==> images/class_map.png <==
(4 px per µm) Fill, decap, tap and diode cells in grey.
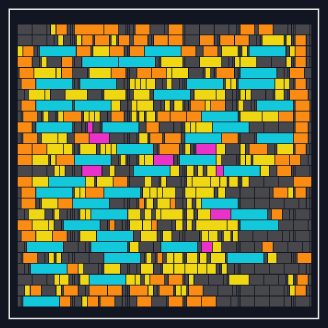
==> images/clock_wires.png <==
(8 px per µm)
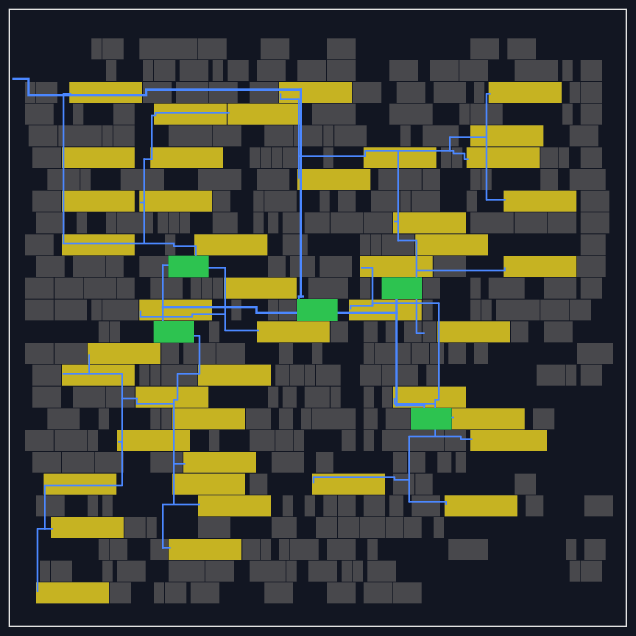
==> images/floorplan.png <==
(4 px per µm) Pins as bars on the die edge.
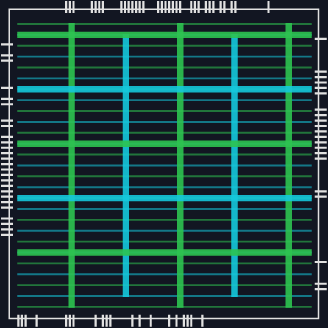
==> images/layers.png <==
(4 px per µm) Only two layers are drawn.
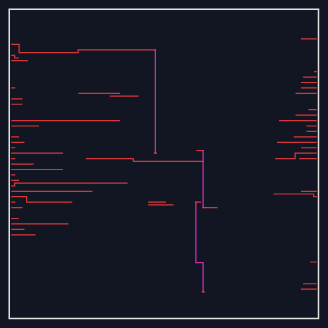
==> images/placed.png <==
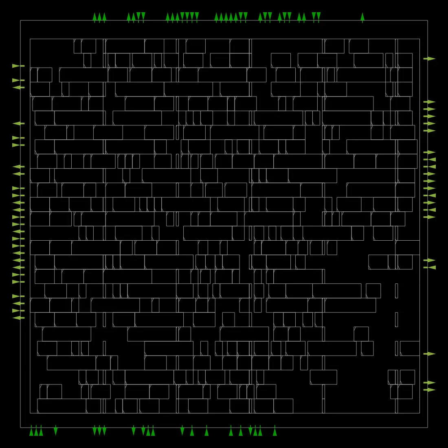
==> config.mk <==
export PLATFORM = sky130hd
export DESIGN_NAME = alu_rot_seq
export DESIGN_NICKNAME = d
export VERILOG_FILES = /design/src/rtl/alu_pkg.sv /design/src/rtl/alu_rot_seq.sv
export SDC_FILE = /design/constraint.sdc
export NUM_CORES = 1
export LEC_CHECK = 0
export ABC_CLOCK_PERIOD_IN_PS = 2200
export CORE_MARGIN = 1.5
export CORE_UTILIZATION = 43
export CTS_CLUSTER_SIZE = 30
export DETAILED_ROUTE_END_ITERATION = 6
export GPL_TIMING_DRIVEN = 0
export PLACE_DENSITY_LB_ADDON = 0.2
export SLEW_MARGIN = 10
export SYNTH_ARGS = -nofsm -noshare
export SYNTH_HDL_FRONTEND = slang
export SYNTH_SLANG_ARGS = --single-unit
export TNS_END_PERCENT = 30
==> constraint.sdc <==
create_clock -name clk -period 2.2 [get_ports clk]
set_input_delay 0.33 -clock clk [delete_from_list [all_inputs] [get_ports clk]]
set_output_delay 0.33 -clock clk [all_outputs]
set_load 0.01 [all_outputs]
==> run notes <==
Implementation results are summarized by area below.

Status
The run finished, with violations left. The final reports fail on negative setup slack.

Logic synthesis
The mux contribution to synthesized area is 0.169. The synthesized design contains 0 enable-type register cells. The most area-hungry cell type in the Yosys netlist is sky130_fd_sc_hd__dfrtp_1. The simple-gate share of the synthesized area is 0.202. The area fraction in compound gates is 0.0724. For this run, the register share of the synthesized area comes to 0.458.

The cell count after synthesis is 234. The post-synth area from yosys stat is 2350 µm². Counting flops and latches in the post-synthesis netlist gives 43.

The synthesized netlist occupies a cell area of 2350 µm². In this run the mean area of a mapped cell was 10.0 µm².

CTS
The post-cts resize count is 17. The depth of the CTS H-tree is 2. The root buffer cell is sky130_fd_sc_hd__clkbuf_8. Clock-pin slew was measured on the worst setup and hold paths at 0.08 ns. CTS added clock buffers totalling 5.

Power and ir drop
The leakage power summed over all cells is 1.77 nW.

Timing
Setup violations remaining at the end of the flow were counted as 4. Setup repair after global routing could not meet its margin everywhere. The share of the cycle needed by the critical path after routing is 1.03. The number of max-slew violations in the final report is 0. Per the final timing report, the hold violations number 0. Once routing completed, OpenROAD measured the worst setup slack at -0.0769 ns.

Layout
The top logic cell by instance count in the layout is sky130_fd_sc_hd__clkdlybuf4s50_1. The fraction of final layout cells with drive strength greater than 1 is 0.215. Relative to the synthesized area, the layout overhead comes to 46.8%. The top cell types in the final layout, fill and taps aside, are sky130_fd_sc_hd__clkdlybuf4s50_1 (63), sky130_fd_sc_hd__nand2_1 (57), sky130_fd_sc_hd__dfrtp_1 (42).

Die
The pre-placement core utilization is 0.452.

Place
The last weighted congestion value of the routability-driven placer is 0.895. The pre-CTS setup slack is -0.601 ns.

Worst setup path
STA classifies the critical path endpoint as an output pin.

Detailed routing
The routed design shows a wire length per standard cell of 13.5 µm. The number of detailed-route iterations in the first pass is 4.

GRT
The first global-routing pass estimated 9600 µm of wire. The number of global-route vias before repair is 2,008.
Back to the opening pictures, class_map.png:
colour	class	cells	share of their area
orange	remaining buffers and delay cells	108	31%
magenta	clock drivers and dummy loads	8	2.5%
yellow	remaining logic cells	180	35%
cyan	sequential cells	43	32%
summed area of non-filler cells in the final layout: 3450 µm²
proportion of cell area occupied by registers: 0.312

Back to the opening pictures, clock_wires.png:
[green] clock-net drivers | count: 5
[blue] clock wires | length: 490 µm
[yellow] flip-flops | count: 43
flops lie	spread over the die
power in the clock group: 0.484 mW
insertion delay to the later sink of the worst-skew pair: 0.29 ns
Final Skew: 0.00415 ns

Back to the opening pictures, floorplan.png:
colour	net
cyan	VDD
green	VSS
signal pins	99
met4 straps	5
rows	26
met5 straps	5
floorplan die width: 76.9 µm
peak supply drop: 519 µV
Placeable Area: 5200 µm²
Die Ht: 76.9 µm

Back to the opening pictures, layers.png:
colour	layer	wire length
magenta	M4	64.4 µm
red	M3	377 µm
sum of routed wire length over all layers: 5520 µm
Tot GR Track Use: 0.206

Back to the opening pictures, placed.png:
site row count: 26
final sequential cell count: 43
Layout Cells excl Fill: 409
Well-Tap Cells: 70

## layer usage
layer,track usage,vias up,wire (µm)
li1,-,952,-
met2,0.357,62,2790
met5,0,-,0
met3,0.0690,7,377
met4,0.0556,0,64
met1,0.243,940,2290
## through the flow
| stage | instances | hold WS (ns) | power (mW) | area (µm²) |
|---|---|---|---|---|
| finish | 409 | 0.344 | 3.36 | 3450 |
| global route | 409 | 0.375 | 3.60 | 3450 |
| CTS | 409 | 0.351 | 3.40 | 3420 |
| detailed placement | 399 | 0.454 | 2.88 | 3300 |
| global placement | 398 | 0.449 | 2.83 | 3280 |
| floorplan | 250 | 0.435 | 2.15 | 2410 |
## area by class of cell
cell class,count,area (µm²)
plain buffers,27,201
clock buffers,6,72.6
clock inverters,2,12.5
fillers,439,1750
inverters,5,23.8
multi-input cells,175,1150
flip-flops and latches,43,1080
well taps,70,87.6
repair buffers,81,830
## power breakdown
group / internal (mW) / switching, mW / leakage, nW
combinational: 0.880 / 0.713 / 1.19
sequential: 1.09 / 0.185 / 0.540
clock: 0.222 / 0.262 / 0.0412
total: 2.20 / 1.16 / 1.77
## critical path: stages (launching register included)
cell                              delay [ns]
sky130_fd_sc_hd__dfrtp_1                0.39
sky130_fd_sc_hd__nand2b_4               0.18
sky130_fd_sc_hd__clkinv_4               0.09
sky130_fd_sc_hd__clkbuf_8               0.17
sky130_fd_sc_hd__buf_6                  0.14
sky130_fd_sc_hd__and2_1                 0.14
sky130_fd_sc_hd__clkdlybuf4s50_1        0.53
## logic make-up (layout without fill, tap and decap cells)
kind of cell / Yosys count / after routing
buf+inv: 32 / 121
simple gates: 98 / 98
mux: 32 / 32
flops: 43 / 43
compound gates: 25 / 25
fa+ha+maj: 2 / 2
other cells: 1 / 17
xor+xnor: 1 / 1
No activity file was given, so power comes from the tool's default toggle rates.
